Fig. 1: the metal 1 layer
Supply wires on this layer in grey.
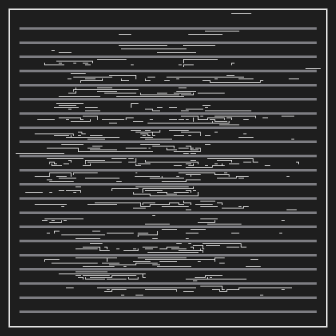
Fig. 2: M2 wires
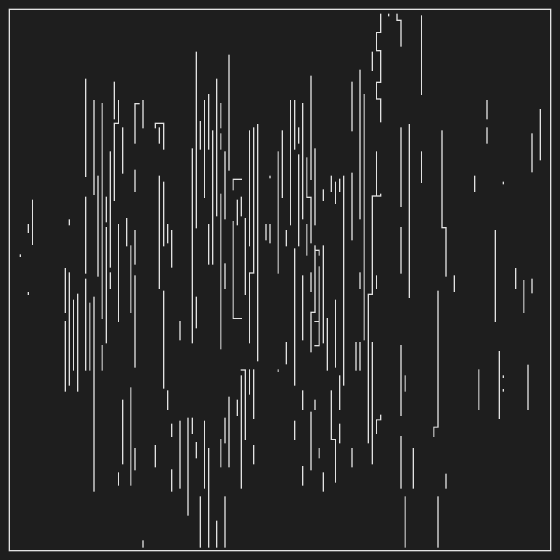
Fig. 3: met3 routing
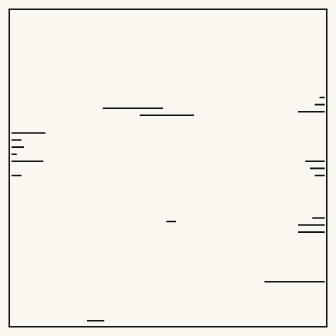
==> config.mk <==
export PLATFORM = sky130hd
export DESIGN_NAME = traffic_light_ctrl_param
export DESIGN_NICKNAME = d
export VERILOG_FILES = /design/src/rtl/traffic_light_ctrl_param.sv
export SDC_FILE = /design/constraint.sdc
export NUM_CORES = 1
export LEC_CHECK = 0
export CELL_PAD_IN_SITES_DETAIL_PLACEMENT = 0
export CELL_PAD_IN_SITES_GLOBAL_PLACEMENT = 1
export CORE_MARGIN = 1.5
export CORE_UTILIZATION = 33
export DETAILED_ROUTE_END_ITERATION = 16
export PLACE_DENSITY = 0.71
export SYNTH_ARGS = -nofsm -noshare
export SYNTH_HDL_FRONTEND = slang
export SYNTH_SLANG_ARGS = --single-unit
==> constraint.sdc <==
create_clock -name clk -period 2.3 [get_ports clk]
set_input_delay 0.575 -clock clk [delete_from_list [all_inputs] [get_ports clk]]
set_output_delay 0.575 -clock clk [all_outputs]
set_load 0.01 [all_outputs]
==> src/rtl/traffic_light_ctrl_param.sv <==
// Parametrised N-approach round-robin traffic light controller with sensor-based skipping.
// Optional emergency pre-emption is built in when TLC_EMERGENCY_PREEMPT_EN is defined.
module traffic_light_ctrl_param #(
    parameter  int unsigned NUM_DIR    = 4,
    parameter  int unsigned GREEN_CYC  = 8,
    parameter  int unsigned YELLOW_CYC = 3,
    parameter  int unsigned ALLRED_CYC = 1,
    parameter  int unsigned CNT_W      = 4,
    localparam int unsigned DIR_W      = $clog2(NUM_DIR)
) (
    input  logic                   clk,
    input  logic                   rst,
    input  logic [NUM_DIR-1:0]     sensor,
`ifdef TLC_EMERGENCY_PREEMPT_EN
    input  logic                   emerg_req,
    input  logic [DIR_W-1:0]       emerg_dir,
`endif
    output logic [3*NUM_DIR-1:0]   lights,
    output logic [1:0]             phase,
    output logic [DIR_W-1:0]       cur_dir,
    output logic [CNT_W-1:0]       count
);

    localparam int unsigned SUM_W = DIR_W + 1;

    localparam logic [CNT_W-1:0]     G_LOAD   = CNT_W'(GREEN_CYC - 1);
    localparam logic [CNT_W-1:0]     Y_LOAD   = CNT_W'(YELLOW_CYC - 1);
    localparam logic [CNT_W-1:0]     A_LOAD   = CNT_W'(ALLRED_CYC - 1);
    localparam logic [DIR_W-1:0]     LAST_DIR = DIR_W'(NUM_DIR - 1);
    localparam logic [3*NUM_DIR-1:0] ALL_RED  = {NUM_DIR{3'b100}};

    typedef enum logic [1:0] {
        PH_GREEN  = 2'b00,
        PH_YELLOW = 2'b01,
        PH_ALLRED = 2'b10
    } phase_e;

    phase_e                 state_q, state_d;
    logic [DIR_W-1:0]       dir_q, dir_d;
    logic [CNT_W-1:0]       cnt_q, cnt_d;
    logic [3*NUM_DIR-1:0]   lights_q, lights_d;

    logic                   em_req;
    logic [DIR_W-1:0]       em_dir;
    logic                   em_ok;

`ifdef TLC_EMERGENCY_PREEMPT_EN
    assign em_req = emerg_req;
    assign em_dir = emerg_dir;
`else
    assign em_req = 1'b0;
    assign em_dir = '0;
`endif

    // Emergency target only honoured when it names a real approach.
    assign em_ok = (SUM_W'(em_dir) < SUM_W'(NUM_DIR));

    // Sensors rotated so bit j is approach (cur_dir+1+j) mod NUM_DIR; cur_dir lands last.
    logic [SUM_W-1:0]   shamt;
    logic [NUM_DIR-1:0] rot;
    logic [DIR_W-1:0]   off;
    logic [SUM_W-1:0]   sum;
    logic [DIR_W-1:0]   scan_next;

    assign shamt = SUM_W'(dir_q) + SUM_W'(1);
    assign rot   = NUM_DIR'({sensor, sensor} >> shamt);

    always_comb begin
        off = '0;
        for (int j = NUM_DIR - 1; j >= 0; j--) begin
            if (rot[j]) begin
                off = DIR_W'(j);
            end
        end
    end

    // off stays 0 with no sensors, giving the fixed-time advance by one.
    assign sum       = SUM_W'(dir_q) + SUM_W'(off) + SUM_W'(1);
    assign scan_next = (sum >= SUM_W'(NUM_DIR)) ? DIR_W'(sum - SUM_W'(NUM_DIR))
                                                : DIR_W'(sum);

    always_ff @(posedge clk or negedge rst) begin
        if (!rst) begin
            state_q  <= PH_ALLRED;
            dir_q    <= LAST_DIR;
            cnt_q    <= A_LOAD;
            lights_q <= ALL_RED;
        end else begin
            state_q  <= state_d;
            dir_q    <= dir_d;
            cnt_q    <= cnt_d;
            lights_q <= lights_d;
        end
    end

    // Next-state, counter and lamp pattern; lamps derive from the next state so they move with phase.
    always_comb begin
        state_d = state_q;
        dir_d   = dir_q;
        cnt_d   = cnt_q - CNT_W'(1);
        case (state_q)
            PH_GREEN: begin
                if (em_req && (em_dir == dir_q)) begin
                    cnt_d = cnt_q;
                end else if (em_req || (cnt_q == '0)) begin
                    state_d = PH_YELLOW;
                    cnt_d   = Y_LOAD;
                end
            end
            PH_YELLOW: begin
                if (cnt_q == '0) begin
                    state_d = PH_ALLRED;
                    cnt_d   = A_LOAD;
                end
            end
            PH_ALLRED: begin
                if (cnt_q == '0) begin
                    state_d = PH_GREEN;
                    cnt_d   = G_LOAD;
                    dir_d   = (em_req && em_ok) ? em_dir : scan_next;
                end
            end
            default: begin
                state_d = PH_ALLRED;
                cnt_d   = A_LOAD;
            end
        endcase

        lights_d = ALL_RED;
        for (int i = 0; i < NUM_DIR; i++) begin
            if (DIR_W'(i) == dir_d) begin
                if (state_d == PH_GREEN) begin
                    lights_d[3*i +: 3] = 3'b001;
                end else if (state_d == PH_YELLOW) begin
                    lights_d[3*i +: 3] = 3'b010;
                end
            end
        end
    end

    assign lights  = lights_q;
    assign phase   = state_q;
    assign cur_dir = dir_q;
    assign count   = cnt_q;

endmodule

==> summary.txt <==
flow finished, numbers: detailed placement HPWL=between 1500 and 2000 µm, Levels on crit path=10, CP Data Arrival Time=about 2.6 ns, Cell Count Post-Placement=between 150 and 200, maximum resistive drop on vdd=roughly 0.00035 V, Synth warnings=0, total count of hold-check failures in the final report=0, fin worst setup slack=-0.1106 ns, synthesized netlist cell count=about 110, power dissipated in the clock network=about 0.17 mW, Combinational Power Share=a little under three fifths, proportion of synthesized flip-flops having asynchronous set or reset=100.0%, Yosys chip area=between 0.001 and 0.0015 mm², height of the die=60.67 µm, Setup crit end kind=register, launching element of the worst setup path=cur_dir[0]$_DFF_PN1_, static power due to leakage=~0.67 nW, initial antenna violation count=0, portion of the clock cycle consumed by the worst path in the final layout=104.8%, post-detailed-route DRC marker count=0, share of the synthesized netlist area taken by xor and xnor gates=roughly 2.4%, Total Negative Setup Slacks=-0.5297 ns, most common cell in the synthesized netlist=sky130_fd_sc_hd__dfrtp_1, synthesized cell area=approximately 0.0011 mm², cell area after layout=between 0.0015 and 0.002 mm², data required time of the critical path=~2.5 ns, count of instances resized after the clock tree is built=12, class of the most critical setup path=register to register, Max Slew Vio Count=0, total power after layout=1.535 mW, Mux cell area share=less than 1%, count of different cell masters after synthesis=45, synthesis-to-layout area growth=46.98%, power density normalized to cell area=around 950 mW/mm², # IOs=26, Post-synth EDFFs=0, worst clock skew=just under 0.02 ns, antenna violation net count after detailed routing=0, final non-filler cell total=about 190, Adder-Cell Fraction of Synth Area=~1.1%, die x size=between 60 and 70 µm, nets in the synthesized netlist=~110, number of diodes=0, worst reg2reg path depth=10, number of DRC violations after detailed-routing iteration 0=12, total routing usage reported by global routing=around 16%, main logic family after synthesis=simple AND/OR/NAND/NOR gates, end of the critical path=lights[2]$_DFF_PN1_, ratio of routed vias to standard cells=4.881, worst slack after detailed placement=-0.6287 ns, net switching power=between 0.5 and 0.6 mW, cell types occupying the most area after synthesis=sky130_fd_sc_hd__dfrtp_1, sky130_fd_sc_hd__dfstp_2, sky130_fd_sc_hd__a31oi_1, sky130_fd_sc_hd__or3_1, sky130_fd_sc_hd__nor2_1, internal power of the cells=around 1 mW, number of buffers inserted to repair setup after CTS=3, maximum fanout along the worst path=7, Post-Synthesis Mean Instance Area=10.45 µm², TritonCTS clock tree=yes, setup repair after global routing missed its margin=true, worst-case clock buffer depth=2, share of the core filled with cells=around half, Clock power frac=between 10% and 20%, final count of negative-setup-slack endpoints=9, number of cell rows=20, status=finished with violations, violations in the final reports=setup timing, part of the total power dissipated in sequential elements=33.7%, Tool Warnings=29, register share after synthesis=~46%, TritonCTS Buffers=3, Worst path most repeated cell=sky130_fd_sc_hd__or3_4, worst reg2reg setup slack=-0.11 ns, clock transition at the registers of the reported paths=approximately 0.12 ns, number of levels the H-tree was split into=1, total number of nets in the final design=roughly 160, Most used DFF post-synth=sky130_fd_sc_hd__dfrtp_1, layout cell share with drive strength beyond 1=32.89%, power in combinational cells=about 0.84 mW, Worst-Margin Slew=a little under 0.4 ns, family with the most delay on the worst path=simple AND/OR/NAND/NOR gates, Buf/Inv on CP=1, area inside the core boundary=0.003103 mm², r2r startpoint=cur_dir[0]$_DFF_PN1_, endpoint of the most critical register-to-register path=lights[2]$_DFF_PN1_, weighted congestion reported at the end of routability-driven placement=about 0.8, critical path launch point type=register, relative max-transition margin=approximately three quarters, type of the worst min-delay path=input port to async pin, Floorplan Utilization=a little over a third, Leading power group=combinational cells
About Fig. 1:
The wires run mostly horizontal. The layer carries 1,090 µm of wire. 135 nets have wire on it. The layer holds 45% of the routed length. The longest straight run is 18.9 µm.
wire length after detailed routing: 2445 µm
via count: 942
met1 track demand over resource: 20.16%

About Fig. 2:
The layer holds 50% of the routed length. The wires run mostly vertical.

About Fig. 3:
The layer carries 81.7 µm of wire. The longest straight run is 11.3 µm. The layer holds 3.3% of the routed length. The wires run mostly horizontal.

-- layer usage --
| metal | up-vias | GRT usage [%] | share of wire [%] |
|---|---|---|---|
| met5 | - | 0 | 0 |
| met4 | 0 | 8.385 | 2.5 |
| met3 | 4 | 1.919 | 3.3 |
| met2 | 21 | 25.35 | 49 |
| met1 | 433 | 20.16 | 45 |
| li1 | 484 | - | - |
-- flip-flops by register name, indices dropped and copies added, names as in the netlist --
name and count:
count 4, cur_dir 2, lights 12, phase 2
-- final cells by class --
class | count | area [µm²] | area share (%)
inverter | 4 | 15.01 | 0.9310
multi-input combinational | 75 | 603.1 | 37.39
tap | 44 | 55.05 | 3.413
timing repair buffer | 46 | 404.1 | 25.06
clock buffer | 4 | 26.28 | 1.629
sequential | 20 | 509.2 | 31.57
Power figures rest on the tool's default switching activity, not on a simulated workload.
